### config.mk
export PLATFORM = sky130hd
export DESIGN_NAME = pc_branch_unit
export DESIGN_NICKNAME = d
export VERILOG_FILES = /design/src/rtl/pc_branch_unit_pkg.sv /design/src/rtl/pc_branch_unit_ret_addr_stack.sv /design/src/rtl/pc_branch_unit.sv
export SDC_FILE = /design/constraint.sdc
export NUM_CORES = 1
export LEC_CHECK = 0
export ABC_AREA = 1
export ABC_CLOCK_PERIOD_IN_PS = 5450
export CAP_MARGIN = 20
export CELL_PAD_IN_SITES_DETAIL_PLACEMENT = 1
export CELL_PAD_IN_SITES_GLOBAL_PLACEMENT = 2
export CORE_ASPECT_RATIO = 1.75
export CORE_MARGIN = 2
export CORE_UTILIZATION = 23
export CTS_CLUSTER_DIAMETER = 50
export CTS_CLUSTER_SIZE = 16
export DETAILED_ROUTE_END_ITERATION = 10
export HOLD_SLACK_MARGIN = 0.05
export PLACE_DENSITY = 0.94
export REMOVE_ABC_BUFFERS = 1
export SYNTH_ARGS = -nofsm -noshare
export SYNTH_HDL_FRONTEND = slang
export SYNTH_HIERARCHICAL = 1
export SYNTH_SLANG_ARGS = --single-unit
### constraint.sdc
create_clock -name clk -period 5.45 [get_ports clk]
set_input_delay 1.09 -clock clk [delete_from_list [all_inputs] [get_ports clk]]
set_output_delay 1.09 -clock clk [all_outputs]
set_load 0.02 [all_outputs]
### src/rtl/pc_branch_unit_pkg.sv
// Shared opcode map and width helper for the PC / branch-resolution unit.
package pc_branch_unit_pkg;

  localparam int OPC_B    = 8;
  localparam int OPC_BP   = 9;
  localparam int OPC_BN   = 10;
  localparam int OPC_BZ   = 11;
  localparam int OPC_CALL = 12;
  localparam int OPC_RET  = 13;

  function automatic int clog2(input int value);
    int result;
    result = 0;
    while ((1 << result) < value) result++;
    return result;
  endfunction

endpackage

### src/rtl/pc_branch_unit_ret_addr_stack.sv
// Circular LIFO of return addresses.
// A push while full overwrites the oldest entry, because the write slot then aliases it.
module ret_addr_stack
  import pc_branch_unit_pkg::*;
#(
  parameter int DEPTH = 4,
  parameter int W     = 10
) (
  input  logic                     i_clk,
  input  logic                     i_rst,
  input  logic                     i_push,
  input  logic                     i_pop,
  input  logic [W-1:0]             i_dat,
  output logic [W-1:0]             o_top,
  output logic [clog2(DEPTH):0]    o_cnt,
  output logic                     o_full,
  output logic                     o_empty
);

  localparam int SP_W  = clog2(DEPTH);
  localparam int CNT_W = SP_W + 1;

  logic [W-1:0]     r_mem [DEPTH];
  logic [SP_W-1:0]  r_sp;
  logic [CNT_W-1:0] r_cnt;
  logic [SP_W-1:0]  w_sp_top;

  assign w_sp_top = r_sp - 1'b1;
  assign o_top    = r_mem[w_sp_top];
  assign o_cnt    = r_cnt;
  assign o_full   = (r_cnt == CNT_W'(DEPTH));
  assign o_empty  = (r_cnt == '0);

  always_ff @(posedge i_clk) begin
    if (i_rst) begin
      r_sp  <= '0;
      r_cnt <= '0;
    end else if (i_push) begin
      r_sp <= r_sp + 1'b1;
      if (!o_full) r_cnt <= r_cnt + 1'b1;
    end else if (i_pop && !o_empty) begin
      r_sp  <= w_sp_top;
      r_cnt <= r_cnt - 1'b1;
    end
  end

  always_ff @(posedge i_clk) begin
    if (i_push) r_mem[r_sp] <= i_dat;
  end

endmodule

### src/rtl/pc_branch_unit.sv
// Program counter with PC-relative branches, absolute load and, under
// PC_BRANCH_RAS_EN, a return-address stack for CALL/RET. One-cycle latency.
module pc_branch_unit
  import pc_branch_unit_pkg::*;
#(
  parameter int PC_W      = 10,
  parameter int DATA_W    = 8,
  parameter int OFF_W     = 8,
  parameter int OPC_W     = 4,
  parameter int RAS_DEPTH = 4
) (
  input  logic                       clk,
  input  logic                       reset_pc,
  input  logic                       REPC,
  input  logic [OPC_W-1:0]           ir_opcode,
  input  logic [DATA_W-1:0]          R_val,
  input  logic [OFF_W-1:0]           ir_operand_addr,
  input  logic                       ld_en,
  input  logic [PC_W-1:0]            ld_addr,
  output logic [PC_W-1:0]            pc,
  output logic                       taken,
  output logic [clog2(RAS_DEPTH):0]  ras_cnt,
  output logic                       ras_ovf,
  output logic                       ras_unf
);

  localparam int EXT_W = (PC_W > OFF_W) ? PC_W : OFF_W;

  logic [PC_W-1:0]  r_pc;
  logic             r_taken;
  logic [EXT_W-1:0] w_off_ext;
  logic [PC_W-1:0]  w_off;
  logic [PC_W-1:0]  w_pc_seq;
  logic [PC_W-1:0]  w_pc_tgt;
  logic [PC_W-1:0]  w_pc_nxt;
  logic             w_redirect;
  logic             w_neg;
  logic             w_zero;

  // Sign-extend first, then truncate, so wide offsets still wrap modulo 2^PC_W.
  assign w_off_ext = EXT_W'($signed(ir_operand_addr));
  assign w_off     = w_off_ext[PC_W-1:0];
  assign w_pc_seq  = r_pc + PC_W'(1);
  assign w_pc_tgt  = r_pc + w_off;
  assign w_neg     = R_val[DATA_W-1];
  assign w_zero    = (R_val == '0);

`ifdef PC_BRANCH_RAS_EN
  logic                      w_push;
  logic                      w_pop;
  logic                      w_advance;
  logic                      w_full;
  logic                      w_empty;
  logic [PC_W-1:0]           w_ras_top;
  logic                      r_ovf;
  logic                      r_unf;

  assign w_advance = REPC && !ld_en;

  ret_addr_stack #(.DEPTH(RAS_DEPTH), .W(PC_W)) u_ras (
    .i_clk   (clk),
    .i_rst   (reset_pc),
    .i_push  (w_push),
    .i_pop   (w_pop),
    .i_dat   (w_pc_seq),
    .o_top   (w_ras_top),
    .o_cnt   (ras_cnt),
    .o_full  (w_full),
    .o_empty (w_empty)
  );

  always_ff @(posedge clk) begin
    if (reset_pc) begin
      r_ovf <= 1'b0;
      r_unf <= 1'b0;
    end else begin
      if (w_push && w_full) r_ovf <= 1'b1;
      if (w_advance && ir_opcode == OPC_W'(OPC_RET) && w_empty) r_unf <= 1'b1;
    end
  end

  assign ras_ovf = r_ovf;
  assign ras_unf = r_unf;
`else
  assign ras_cnt = '0;
  assign ras_ovf = 1'b0;
  assign ras_unf = 1'b0;
`endif

  always_comb begin
    w_pc_nxt   = w_pc_seq;
    w_redirect = 1'b0;
`ifdef PC_BRANCH_RAS_EN
    w_push     = 1'b0;
    w_pop      = 1'b0;
`endif
    case (ir_opcode)
      OPC_W'(OPC_B):  w_redirect = 1'b1;
      OPC_W'(OPC_BP): w_redirect = !w_neg;
      OPC_W'(OPC_BN): w_redirect = w_neg;
      OPC_W'(OPC_BZ): w_redirect = w_zero;
`ifdef PC_BRANCH_RAS_EN
      OPC_W'(OPC_CALL): begin
        w_redirect = 1'b1;
        w_push     = w_advance;
      end
      OPC_W'(OPC_RET): begin
        if (!w_empty) begin
          w_pc_nxt = w_ras_top;
          w_pop    = w_advance;
        end
      end
`endif
      default: w_redirect = 1'b0;
    endcase
    if (w_redirect) w_pc_nxt = w_pc_tgt;
`ifdef PC_BRANCH_RAS_EN
    if (ir_opcode == OPC_W'(OPC_RET) && !w_empty) w_redirect = 1'b1;
`endif
  end

  always_ff @(posedge clk) begin
    if (reset_pc) begin
      r_pc    <= '0;
      r_taken <= 1'b0;
    end else if (ld_en) begin
      r_pc    <= ld_addr;
      r_taken <= 1'b1;
    end else if (REPC) begin
      r_pc    <= w_pc_nxt;
      r_taken <= w_redirect;
    end else begin
      r_taken <= 1'b0;
    end
  end

  assign pc    = r_pc;
  assign taken = r_taken;

endmodule
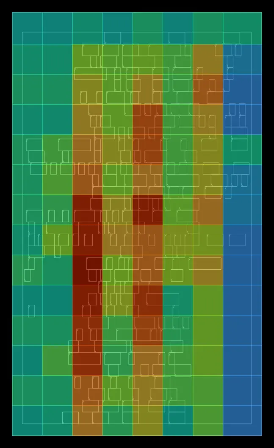
congestion_map.png
global routing usage on met3: 2.01%
final core area utilization: 34.9%
Wirelength per Cell: 13.0 µm
GRT Max-Usage Layer: met2
met1 GRT Util: 12.2%

==> impl_metrics.py <==
# Synthesis and PnR figures
metrics = {
    "run_status": {
        "run_status": "completed",
    },
    "die": {
        "fp_util_pct": 24.2,
        "nWellTaps": 52,
    },
    "final_timing": {
        "fin_skew_ps": 4.01,
        "finalSetupViolations": 0,
        "tns_ps": 0,
    },
    "clock_tree": {
        "clock_sink_count": 11,
        "postCtsResizedCells": 0,
        "cts_inserted_buffers": 3,
        "ctsHoldBuffers": 0,
        "clock_latency_at_the_later_pin_of_the_worst_skew_pair_ps": 240,
    },
    "critical_path": {
        "crit_path_cell_chain": "clkdlybuf4s50_1 -> nand2_1 -> nor2_1 -> nand2_1 -> nand2_2 -> nand2_1 -> or2_1 -> ha_1 -> fa_1 -> nand3_2 -> nand2_2 -> a21oi_2 -> xor2_1 -> or2_1 -> a21oi_2",
        "crit_arrival_ps": 3750,
    },
    "layout": {
        "n_clock_buffer": 4,
        "layout-area-overhead-vs-synth_pct": 44.4,
        "flop_area_um2": 220,
        "comb_area_um2": 767,
        "largest_class": "combinational gates",
        "fillCellCount": 618,
        "drive_gt1_share_pct": 11.3,
    },
    "power_and_ir_drop": {
        "clk-power_mw": 0.0866,
        "totalPowerFinal_mw": 0.271,
        "seq-power_mw": 0.0907,
        "power.net_switching_mw": 0.0859,
    },
    "worst_hold_path": {
        "worst_hold_path_type": "reg2reg",
    },
    "drt": {
        "vias_per_cell": 4.77,
    },
    "grt": {
        "globalRouteTotalUtil_pct": 13.2,
        "grt_start_max_net_pins": 14,
        "grt_first_pass_wirelength_um": 5830,
    },
    "synth": {
        "synthesis.yosys.warnings": 6,
        "yosysTopAreaCellShare_pct": 19.4,
    },
    "run": {
        "drv_cap": 0,
    },
}
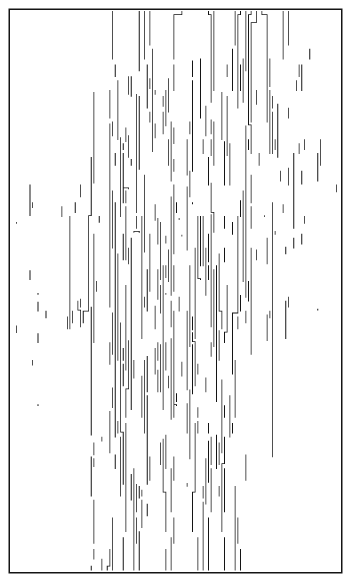
m2.png
- nets with wire on the layer: 229
- longest straight run: 43.9 µm
- wire length on this layer: 1980 µm
- main direction: vertical
met2 capacity usage during global routing: 25.9%
vias post-DR: 1264
wire length reported by the detailed router: 3440 µm

==> metal layers <==
metal | up-vias | global-route usage [%] | part of all wire, %
met5 | - | 0 | 0
met4 | 0 | 7.16 | 3.3
met3 | 9 | 2.01 | 3.8
met2 | 29 | 25.9 | 58
met1 | 599 | 12.2 | 35
li1 | 627 | - | -
==> flip-flops by register name (all words and copies together), names as in the netlist <==
name,count
pc,10
taken,1
==> synth_stat cells (3+ instances only) <==
| master | n |
|---|---|
| a21oi_2 | 4 |
| xor2_1 | 3 |
| nand3_2 | 5 |
| nor2_1 | 12 |
| nor2_2 | 3 |
| buf_4 | 5 |
| a22oi_1 | 5 |
| nand2_2 | 3 |
| nand3_1 | 5 |
| nand2_1 | 43 |
| a31oi_1 | 4 |
| a21oi_1 | 7 |
| inv_1 | 25 |
| ha_1 | 9 |
| dfxtp_1 | 11 |
==> logic make-up (layout without fill, tap and decap cells) <==
logic type	Yosys count	after routing	synth area share, %
simple gates	81	81	35.0
buf+inv	34	75	14.5
compound gates	28	28	16.8
flops	11	11	19.4
fa+ha+maj	10	10	11.7
xor+xnor	3	3	2.31
other cells	1	5	0.330
==> per-stage QoR <==
step	std cells	hold slack, ps	cell area [µm²]	utilization [%]
final	265	518	1640	34.9
after global routing	265	548	1640	34.9
after CTS	265	525	1640	34.9
after detailed placement	261	511	1600	33.9
after global placement	261	500	1600	33.9
after floorplan	164	567	1080	-
==> path summary, 6_finish.rpt <==
check | from | endpoint | slack, ps | cells after the start
max | ir_opcode[0] | pc[6] | 1870 | 15
min | pc[3] | pc[3] | 520 | 2
max reg2reg | pc[0] | pc[6] | 3670 | 8
min reg2reg | pc[3] | pc[3] | 520 | 2
